**src/rtl/status_wb_pkg.sv**
```systemverilog
// rtl/status_wb_pkg.sv - shared constants and FSM encoding for the status writeback stage
package status_wb_pkg;

    // Destination encoding carried with each issued op
    localparam logic [1:0] DEST_A   = 2'd0;
    localparam logic [1:0] DEST_X   = 2'd1;
    localparam logic [1:0] DEST_Y   = 2'd2;
    localparam logic [1:0] DEST_MEM = 2'd3;

    // Processor status bit positions (NV--DIZC)
    localparam int PSR_N = 7;
    localparam int PSR_V = 6;
    localparam int PSR_D = 3;
    localparam int PSR_I = 2;
    localparam int PSR_Z = 1;
    localparam int PSR_C = 0;

    // Bits 5 and 4 have no storage; every merge mask is clipped to this set
    localparam logic [7:0] PSR_STORE_MASK = 8'((1 << PSR_N) | (1 << PSR_V) | (1 << PSR_D) |
                                               (1 << PSR_I) | (1 << PSR_Z) | (1 << PSR_C));
    // Bit 5 always reads as one
    localparam logic [7:0] PSR_FORCE_ONE  = 8'h20;

    typedef enum logic [1:0] {
        ST_IDLE     = 2'd0,
        ST_EXEC     = 2'd1,
        ST_MEM_WAIT = 2'd2
    } state_e;

endpackage

```
**src/rtl/psr_merge.sv**
```systemverilog
// rtl/psr_merge.sv - masked merge of new status bits into an old status value
//  old_i    : current stored P
//  new_i    : candidate bit values
//  mask_i   : bits allowed to change (bits 5/4 ignored)
//  merged_o : resulting stored P (bits 5/4 always zero)
module psr_merge
    import status_wb_pkg::*;
(
    input  logic [7:0] old_i,
    input  logic [7:0] new_i,
    input  logic [7:0] mask_i,
    output logic [7:0] merged_o
);

    logic [7:0] eff_mask;

    assign eff_mask = mask_i & PSR_STORE_MASK;
    assign merged_o = ((old_i & ~eff_mask) | (new_i & eff_mask)) & PSR_STORE_MASK;

endmodule

```
**src/rtl/status_writeback.sv**
```systemverilog
// rtl/status_writeback.sv - commit stage after the registered ALU: flag merge, register and memory writeback
//  Optional macro: STATUS_WB_CHECK_EN adds simulation-only protocol checks.
//  clk, rst_n                  : clock, asynchronous active-low reset
//  issue_valid/ready/dest/mask : op issue handshake, destination, P update mask
//  alu_result, alu_psr         : ALU outputs, valid during EXEC
//  flag_wr_en/mask/data        : direct P write, honoured only while idle
//  a_out, x_out, y_out, p_out  : architectural registers
//  carry_out, decimal_out      : P[C], P[D] back to the ALU
//  mem_wr_valid/data/ready     : memory write request
module status_writeback
    import status_wb_pkg::*;
#(
    parameter logic [7:0] P_RESET = 8'h24,
    parameter logic [7:0] A_RESET = 8'h00
) (
    input  logic       clk,
    input  logic       rst_n,
    input  logic       issue_valid,
    output logic       issue_ready,
    input  logic [1:0] issue_dest,
    input  logic [7:0] issue_mask,
    input  logic [7:0] alu_result,
    input  logic [7:0] alu_psr,
    input  logic       flag_wr_en,
    input  logic [7:0] flag_wr_mask,
    input  logic [7:0] flag_wr_data,
    output logic [7:0] a_out,
    output logic [7:0] x_out,
    output logic [7:0] y_out,
    output logic [7:0] p_out,
    output logic       carry_out,
    output logic       decimal_out,
    output logic       mem_wr_valid,
    output logic [7:0] mem_wr_data,
    input  logic       mem_wr_ready
);

    state_e     state_q, state_d;
    logic [1:0] dest_q, dest_d;
    logic [7:0] mask_q, mask_d;
    logic [7:0] a_q, a_d, x_q, x_d, y_q, y_d;
    logic [7:0] p_q, p_d;
    logic       mem_valid_q, mem_valid_d;
    logic [7:0] mem_data_q, mem_data_d;
    logic [7:0] exec_p, flag_p;

    psr_merge u_exec_merge (
        .old_i    (p_q),
        .new_i    (alu_psr),
        .mask_i   (mask_q),
        .merged_o (exec_p)
    );

    psr_merge u_flag_merge (
        .old_i    (p_q),
        .new_i    (flag_wr_data),
        .mask_i   (flag_wr_mask),
        .merged_o (flag_p)
    );

    always_comb begin
        state_d     = state_q;
        dest_d      = dest_q;
        mask_d      = mask_q;
        a_d         = a_q;
        x_d         = x_q;
        y_d         = y_q;
        p_d         = p_q;
        mem_valid_d = mem_valid_q;
        mem_data_d  = mem_data_q;
        case (state_q)
            ST_IDLE: begin
                // A flag write accepted with an issue lands first; the EXEC merge follows a cycle later
                if (flag_wr_en) begin
                    p_d = flag_p;
                end
                if (issue_valid) begin
                    dest_d  = issue_dest;
                    mask_d  = issue_mask;
                    state_d = ST_EXEC;
                end
            end
            ST_EXEC: begin
                p_d     = exec_p;
                state_d = ST_IDLE;
                case (dest_q)
                    DEST_A:  a_d = alu_result;
                    DEST_X:  x_d = alu_result;
                    DEST_Y:  y_d = alu_result;
                    default: begin
                        mem_data_d  = alu_result;
                        mem_valid_d = 1'b1;
                        state_d     = ST_MEM_WAIT;
                    end
                endcase
            end
            ST_MEM_WAIT: begin
                if (mem_wr_ready) begin
                    mem_valid_d = 1'b0;
                    state_d     = ST_IDLE;
                end
            end
            default: state_d = ST_IDLE;
        endcase
    end

    always_ff @(posedge clk or negedge rst_n) begin
        if (!rst_n) begin
            state_q     <= ST_IDLE;
            dest_q      <= DEST_A;
            mask_q      <= 8'h00;
            a_q         <= A_RESET;
            x_q         <= A_RESET;
            y_q         <= A_RESET;
            p_q         <= P_RESET & PSR_STORE_MASK;
            mem_valid_q <= 1'b0;
            mem_data_q  <= 8'h00;
        end else begin
            state_q     <= state_d;
            dest_q      <= dest_d;
            mask_q      <= mask_d;
            a_q         <= a_d;
            x_q         <= x_d;
            y_q         <= y_d;
            p_q         <= p_d;
            mem_valid_q <= mem_valid_d;
            mem_data_q  <= mem_data_d;
        end
    end

    assign issue_ready  = (state_q == ST_IDLE);
    assign a_out        = a_q;
    assign x_out        = x_q;
    assign y_out        = y_q;
    assign p_out        = (p_q & PSR_STORE_MASK) | PSR_FORCE_ONE;
    assign carry_out    = p_q[PSR_C];
    assign decimal_out  = p_q[PSR_D];
    assign mem_wr_valid = mem_valid_q;
    assign mem_wr_data  = mem_data_q;

`ifdef STATUS_WB_CHECK_EN
    logic       chk_hold_q;
    logic [7:0] chk_data_q;

    always @(posedge clk) begin
        if (rst_n) begin
            if (issue_valid && !issue_ready)
                $error("status_writeback: issue_valid while not ready");
            if (state_q == ST_EXEC && ($isunknown(alu_result) || $isunknown(alu_psr)))
                $error("status_writeback: unknown ALU output in EXEC");
            if (chk_hold_q && (mem_wr_data != chk_data_q))
                $error("status_writeback: mem_wr_data changed under backpressure");
            if (issue_valid && issue_ready && issue_dest == DEST_MEM && issue_mask[PSR_D])
                $error("status_writeback: MEM op with D in mask");
        end
        chk_hold_q <= rst_n && mem_wr_valid && !mem_wr_ready;
        chk_data_q <= mem_wr_data;
    end
`endif

endmodule

```
**config.mk**
```make
export PLATFORM = sky130hd
export DESIGN_NAME = status_writeback
export DESIGN_NICKNAME = d
export VERILOG_FILES = /design/src/rtl/status_wb_pkg.sv /design/src/rtl/psr_merge.sv /design/src/rtl/status_writeback.sv
export SDC_FILE = /design/constraint.sdc
export NUM_CORES = 1
export LEC_CHECK = 0
export ABC_AREA = 1
export CAP_MARGIN = 20
export CORE_UTILIZATION = 40
export CTS_CLUSTER_DIAMETER = 30
export DETAILED_ROUTE_END_ITERATION = 6
export PLACE_DENSITY = 0.82
export SKIP_LAST_GASP = 1
export SYNTH_ARGS = -nofsm -noshare
export SYNTH_HDL_FRONTEND = slang
export SYNTH_SLANG_ARGS = --single-unit
```
**constraint.sdc**
```tcl
create_clock -name clk -period 1.25 [get_ports clk]
set_input_delay 0.375 -clock clk [delete_from_list [all_inputs] [get_ports clk]]
set_output_delay 0.375 -clock clk [all_outputs]
set_load 0.005 [all_outputs]
```
Run 1, cells by drive strength:
Drawn at 6 px/micron.
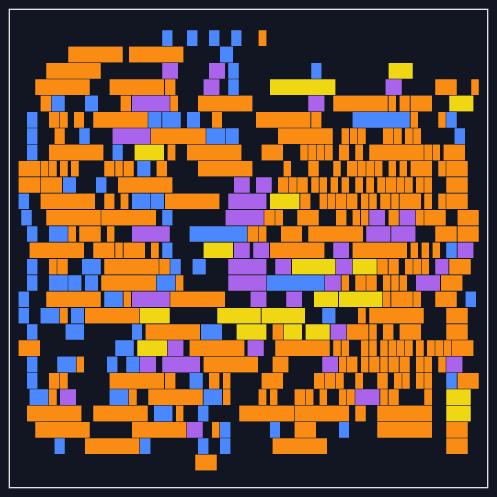
- blue: x2 (cells 77; share 20%; most used buf_2)
- orange: x1 and smaller (cells 254; share 65%; most used nand2_1)
- yellow: x6 and larger (cells 19; share 4.9%)
- purple: x3 and x4 (cells 40; share 10%; most used buf_4)
growth of design area from synthesis to finish: 47.2%
worst setup slack after layout: -0.0997 ns
count of non-CTS buffers in the layout: 107
Non-Filler Cell Area, Final: 3540 sq um

Run 1, met2 routing:
Drawn at 4 px/micron.
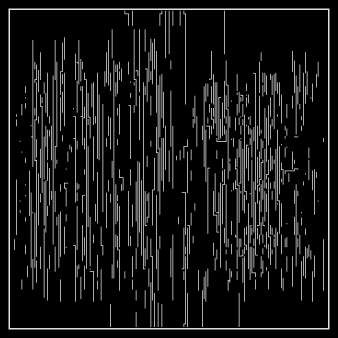
- wire length on this layer: 3280 microns
- longest straight run: 54.4 microns
- share of all routed wire: 49%
- nets with wire on the layer: 352
- main direction: vertical
vias after detailed routing: 2301
met2 track demand over resource: 36.8%
total wire length: 6.68 mm

==> notes.md, run 1 <==
impl run done, here's what came out: Post-Synthesis Cell Area about 2400 sq um, top-count cell post-synth sky130_fd_sc_hd__nand2_1, classification of the worst setup path reg2out, warning count from the yosys run 0, power density normalized to cell area between 1500 and 2000 nW/um^2, CTS buffer count 5, share of layout cells above drive strength 1 a little over a third, worst setup slack after layout -0.0997 ns, Hold Fails Final Rpt 0, worst-path fanout max 2, pin count of the biggest net entering global routing 29, number of sinks driven by the clock tree between 40 and 50, Max Clock Skew roughly 0.0082 ns, Hold WC Path Type in2async, Static Leakage approximately 1.8 nW, final tally of max-slew violations 0, Max Fclk about 740 MHz, count of H-tree levels built during CTS 2, Max stage delay on crit path ~0.40 ns, kind of start point of the critical path flip-flop, largest area contributor in the synthesized netlist sky130_fd_sc_hd__dfrtp_1, number of violations reported at the end of detailed-routing iteration 0 ~130, diode count 0, share of the clock period used by the worst path 108%, port bufs ~80, Nets at Floorplan about 330, net total in the final layout approximately 440, antenna violation net count after detailed routing 0, chip area 6320 sq um, flip-flop and latch count after synthesis slightly below 50, total of fill cells in the finished design between 500 and 600, ratio of routed vias to standard cells between 4 and 5, initial antenna violation count 0, flip-flops with a built-in enable 0, via count of the first global-routing pass around 2200, Setup TNS -0.495 ns, Worst Path Arrival between 0.9 and 1 ns, first-pass GRT wire length ~11 mm, final HPWL from detailed placement about 4.1 mm, total grt overflow 0, area fraction of the dominant cell type after synthesis approximately 50%, status finished with violations, DRC violation count after routing 0, io pins 91, Worst Reg-to-Reg Cells 6, count of mapped cells out of synthesis 280, Post-Place Worst Slack -0.194 ns, Chip Area, Yosys between 2000 and 2500 sq um, clk slew on worst S/H paths about 0.09 ns, cell type of the slowest stage on the worst timing path sky130_fd_sc_hd__dfrtp_1, total of endpoints with negative setup slack in the final report 21, leading post-synthesis cells by instance count 104 x sky130_fd_sc_hd__nand2_1, 48 x sky130_fd_sc_hd__dfrtp_1, 34 x sky130_fd_sc_hd__inv_1, FF-to-FF setup slack -0.04 ns, mean cell area of the mapped netlist around 8.6 sq um, post-synthesis async set-or-reset flop share 100%, violated checks negative setup slack, RSZ-0062 raised after global routing yes, FF-to-FF Start state_q[1]$_DFFE_PN0P_, yosys cell count 280, commonest register cell after synthesis sky130_fd_sc_hd__dfrtp_1, highest ir drop seen on vdd between 0.9 and 1 mV, first-pass iteration count of the detailed router 4, Late-Pin Clk Latency approximately 0.3 ns, Core Density at Floorplan around 43%, maxcap violations 0, proportion of synthesized chip area in sequential cells roughly 51%, Core Footprint between 5000 and 6000 sq um, sequence of cells on the critical path nor2_2 -> buf_2, Period minus WS final between 1 and 1.5 ns
Run 1, where the registers sit:
Drawn at 4 px/micron.
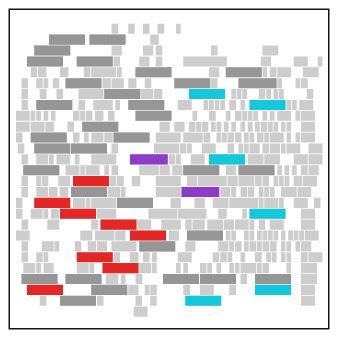
- red: a_out (placed flops 8)
- cyan: mask_q (placed flops 6)
- purple: dest_q (placed flops 2)
flip-flop and latch power: 0.00266 W
final core utilization: 62.7%
sequential cell area: 1230 sq um
register share of the cell area: 34.8%

Run 1, congestion heat map:
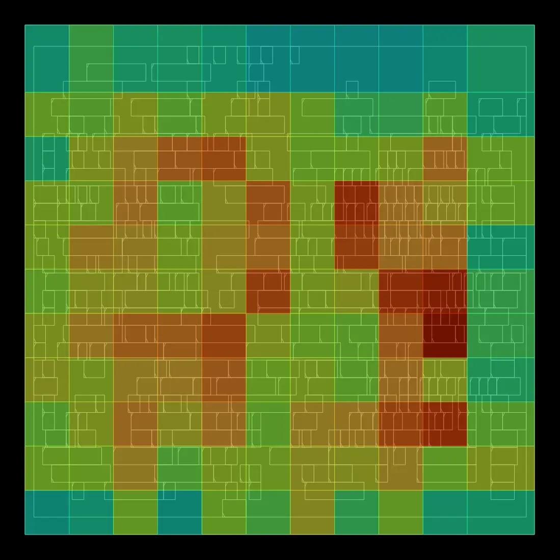
routed length per instance: 14.5 microns
total routing usage reported by global routing: 21.8%
met3 usage in global routing: 6.40%

==> run 1: critical path, delay by kind of cell, from the launching register on <==
kind                   cells  cell delay (ns)
buffers and inverters      1             0.13
flip-flops                 1             0.40
AND/OR/NAND/NOR            1             0.15
==> run 1: power by group <==
part / leakage [nW] / internal [W] / switching, W
combinational: 1.17 / 0.00136 / 0.00138
clock: 0.0574 / 0.000651 / 0.000536
sequential: 0.600 / 0.00224 / 0.000416
total: 1.82 / 0.00425 / 0.00233
==> run 1: through the flow <==
stage          total power [W]  hold slack [ns]  utilization (%)  instances
2_1_floorplan          0.00380           0.0794                -        280
3_3_place_gp           0.00528            0.378             57.1        426
3_5_place_dp           0.00536            0.380             57.1        426
4_1_cts                0.00649           0.0511             61.4        462
5_1_grt                0.00706           0.0758             62.7        462
6_report               0.00658           0.0565             62.7        462
==> run 1: final cells by class <==
cell class                 count  area, sq um  area share (%)
clock buffer                   6         82.6            2.33
clock inverter                 2         37.5            1.06
inverter                      37          161            4.56
multi-input combinational    188         1100            31.1
sequential                    49         1230            34.8
tap                           72         90.1            2.55
timing repair buffer         107          828            23.4
timing repair inverter         1         7.51           0.212
==> run 1: how the worst max path moves through the flow <==
stage,start,to,slack [ns]
after floorplan,state_q[0]$_DFFE_PN0P_,a_out[4]$_DFFE_PN0P_,0.06
after global placement,state_q[1]$_DFFE_PN0P_,issue_ready,-0.17
after detailed placement,state_q[1]$_DFFE_PN0P_,issue_ready,-0.19
after CTS,state_q[0]$_DFFE_PN0P_,issue_ready,-0.11
after global routing,state_q[1]$_DFFE_PN0P_,issue_ready,-0.14
final,state_q[1]$_DFFE_PN0P_,issue_ready,-0.1
==> run 1: repair_timing <==
action | 4_1_cts | 5_1_grt
hold buffers | 0 | 0
hold endpoints to repair | 0 | 0
setup buffers | 27 | 0
cloned | 6 | 3
gates resized | 191 | 23
endpoints found under the setup margin | 82 | 51
pin swaps | 6 | 6
==> run 1: kinds of logic after synthesis <==
group,synth area share [%]
AND/OR/NAND/NOR,26.3
buffers and inverters,11.1
flip-flops,51.1
AND-OR/OR-AND,11.1
other,0.313
==> run 1: layer usage <==
metal | routed length (microns) | GRT usage, %
met5 | 0 | 0
met4 | 27 | 4.73
met3 | 618 | 6.40
met2 | 3280 | 36.8
met1 | 2750 | 27.5
==> run 1: placed cells by master, fill, tap and decap left out, types with 6 or more instances in the layout <==
cell,Yosys,routed
sky130_fd_sc_hd__nand2_1,104,87
sky130_fd_sc_hd__dfrtp_1,48,46
sky130_fd_sc_hd__buf_2,1,41
sky130_fd_sc_hd__clkdlybuf4s50_1,0,37
sky130_fd_sc_hd__inv_1,34,32
sky130_fd_sc_hd__nand3_1,25,25
sky130_fd_sc_hd__buf_4,4,22
sky130_fd_sc_hd__o21ai_1,16,21
sky130_fd_sc_hd__o21ai_2,16,16
sky130_fd_sc_hd__nand2_2,0,15
sky130_fd_sc_hd__nand3_4,4,9
sky130_fd_sc_hd__clkbuf_8,0,6
sky130_fd_sc_hd__buf_6,8,6
==> inputs of run 2 (changes only) <==
--- a/config.mk
+++ b/config.mk
@@ -9,6 +9,7 @@
 export CAP_MARGIN = 20
 export CORE_UTILIZATION = 40
 export CTS_CLUSTER_DIAMETER = 30
+export CTS_CLUSTER_SIZE = 14
 export DETAILED_ROUTE_END_ITERATION = 6
 export PLACE_DENSITY = 0.82
 export SKIP_LAST_GASP = 1
Run 2, congestion heat map:
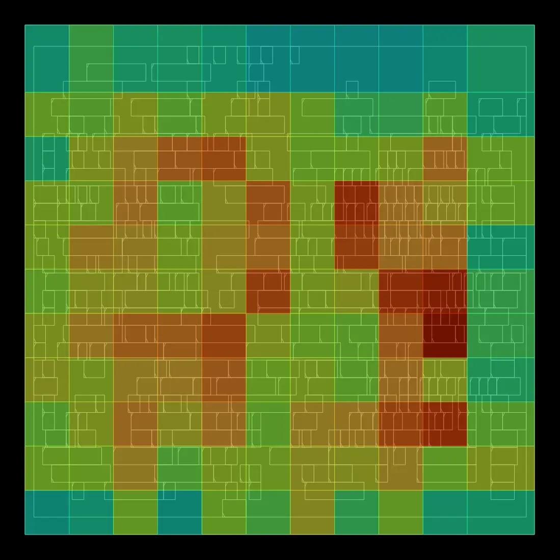
met1 usage: 27.5%
global routing's busiest layer: met2

==> run 2 against run 1 <==
Against the previous run: the flow still finishes with violations (negative setup slack); first-iteration DRC count did not move; clock skew unchanged; area after synthesis is the same; flip-flop count stayed put; largest cell class unchanged; largest power group unchanged.
==> notes.md, run 2 <==
impl run done, here's what came out: Chip Area, Yosys 2400 sq um (unchanged), post-synthesis async set-or-reset flop share 100% (unchanged), relative contribution of the clock network to total power 18.0% (about the same), Period minus WS final 1.35 ns (unchanged), routed length per instance 14.5 microns (unchanged), Hold Fails Final Rpt 0 (unchanged), share of the clock period used by the worst path 108% (unchanged), chip area 6320 sq um (unchanged), critical path's top delay family flip-flops, first-pass iteration count of the detailed router 4 (unchanged), final core utilization 62.7% (unchanged), path length in cells of the critical path 2 (unchanged), antenna violation net count after detailed routing 0 (unchanged), Internal Power 0.00425 W (unchanged), total of endpoints with negative setup slack in the final report 21 (unchanged), Core Footprint 5640 sq um (unchanged), highest ir drop seen on vdd 0.968 mV (unchanged), kind of start point of the critical path flip-flop, Nets at Floorplan 327 (unchanged), sw frac 35.4% (unchanged), status finished with violations, Max Fclk 741 MHz (unchanged), cell type of the slowest stage on the worst timing path sky130_fd_sc_hd__dfrtp_1, portion of total power attributed to combinational logic 41.6% (about the same), Worst Reg-to-Reg Cells 6 (unchanged), final HPWL from detailed placement 4.10 mm (unchanged), RSZ-0062 raised after global routing yes, maxcap violations 0 (unchanged), sequence of cells on the critical path nor2_2 -> buf_2, number of violations reported at the end of detailed-routing iteration 0 131 (unchanged), sum of buffers and inverters on the critical path 1 (unchanged), clk slew on worst S/H paths 0.09 ns (about the same), vias after detailed routing 2301 (unchanged), share of layout cells above drive strength 1 34.9% (unchanged), diode count 0 (unchanged), Worst Path Arrival 0.97 ns (about the same), count of mapped cells out of synthesis 280 (unchanged), worst setup slack after layout -0.0997 ns (unchanged), Hold WC Path Type in2async, Max Clock Skew 0.00822 ns (unchanged), Max stage delay on crit path 0.40 ns (about the same), most frequent logic cells in the routed design 87 x sky130_fd_sc_hd__nand2_1, 46 x sky130_fd_sc_hd__dfrtp_1, 41 x sky130_fd_sc_hd__buf_2, area fraction of the dominant cell type after synthesis 50.0% (unchanged), net total in the final layout 436 (unchanged), final tally of max-slew violations 0 (unchanged), largest area contributor in the synthesized netlist sky130_fd_sc_hd__dfrtp_1, number of sinks driven by the clock tree 49 (unchanged), total wire length 6.68 mm (unchanged), DRC violation count after routing 0 (unchanged), Setup TNS -0.495 ns (unchanged), violated checks negative setup slack, net switching power figure 0.00233 W (unchanged), commonest non-fill, non-tap cell in the layout sky130_fd_sc_hd__nand2_1, Post-Synthesis Cell Area 2400 sq um (unchanged), initial antenna violation count 0 (unchanged), classification of the worst setup path reg2out, Late-Pin Clk Latency 0.30 ns (about the same), ratio of routed vias to standard cells 4.98 (unchanged), mean cell area of the mapped netlist 8.58 sq um (unchanged), growth of design area from synthesis to finish 47.2% (unchanged), io pins 91 (unchanged), warning count from the yosys run 0 (unchanged), power density normalized to cell area 1860 nW/um^2 (unchanged), top-count cell post-synth sky130_fd_sc_hd__nand2_1, pin count of the biggest net entering global routing 29 (unchanged), Core Density at Floorplan 42.6% (unchanged), flip-flop and latch count after synthesis 49 (unchanged), worst-path fanout max 2 (unchanged), count of H-tree levels built during CTS 2 (unchanged), sequential share of power 40.4% (about the same)
Run 2, where the registers sit:
Drawn at 4 px/micron.
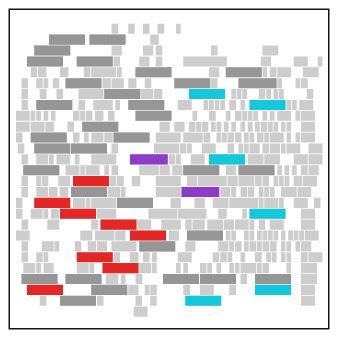

-- run 2: cell counts after synthesis --
Identical to the previous run, type by type.
-- run 2: cell type report --
type | instances | area, sq um
inverters | 37 | 161
well taps | 72 | 90.1
fillers | 505 | 2100
multi-input cells | 188 | 1100
clock inverters | 2 | 37.5
clock buffers | 6 | 82.6
repair inverters | 1 | 7.51
repair buffers | 107 | 828
flip-flops and latches | 49 | 1230
-- run 2: cells by family after synthesis --
group	after synthesis	share of synthesized area, %
AND-OR/OR-AND	41	11.1
buffers and inverters	51	11.1
flip-flops	49	51.1
other	2	0.313
AND/OR/NAND/NOR	137	26.3
-- run 2: layer usage --
layer | vias to the layer above | track usage, % | wire [microns]
met5 | - | 0 | 0
met4 | 0 | 4.73 | 27
met3 | 4 | 6.40 | 618
met2 | 105 | 36.8 | 3280
met1 | 1087 | 27.5 | 2750
li1 | 1105 | - | -
-- run 2: power by group through the flow --
stage,Sequential (W),Clock [W],Combinational [W]
4_1_cts,0.00263,0.00121,0.00266
6_report,0.00266,0.00119,0.00274
3_5_place_dp,0.00267,0,0.00269
3_3_place_gp,0.00265,0,0.00263
5_1_grt,0.00274,0.00127,0.00305
2_1_floorplan,0.00268,0,0.00112
-- run 2: timing repair --
| action | in CTS | in global routing |
|---|---|---|
| endpoints found under the setup margin | 82 | 51 |
| cloned | 6 | 3 |
| gates resized | 191 | 23 |
| pin swaps | 6 | 6 |
| setup buffers | 27 | 0 |
| hold buffers | 0 | 0 |
-- run 2: metrics by stage --
stage	cells	setup slack, ns	hold slack [ns]	instance area [sq um]	power [W]
after detailed placement	426	-0.194	0.380	3220	0.00536
final	462	-0.0997	0.0565	3540	0.00658
after global routing	462	-0.144	0.0758	3540	0.00706
after global placement	426	-0.171	0.378	3220	0.00528
after CTS	462	-0.114	0.0511	3460	0.00649
after floorplan	280	0.0595	0.0794	2400	0.00380
-- run 2: final timing paths --
kind | start | slack, ns | end
worst max-delay path | state_q[1]$_DFFE_PN0P_ | -0.1 | issue_ready
worst min-delay path | rst_n | 0.06 | dest_q[0]$_DFFE_PN0P_
worst max register to register | state_q[1]$_DFFE_PN0P_ | -0.04 | a_out[2]$_DFFE_PN0P_
worst min register to register | flip-flop | 0.48 | flip-flop
max in group asynchronous | rst_n | 0.91 | x_out[0]$_DFFE_PN0P_
min in group clk | flip-flop | 0.48 | flip-flop
-- run 2: worst register-to-register path, delay by kind of cell, from the launching register on --
family	cells	cell delay (ns)
DFF	1	0.40
buffers and inverters	2	0.34
and+or+nand+nor	3	0.37
AOI/OAI and AO/OA	1	0.07
Power and IR drop assume default switching activity.
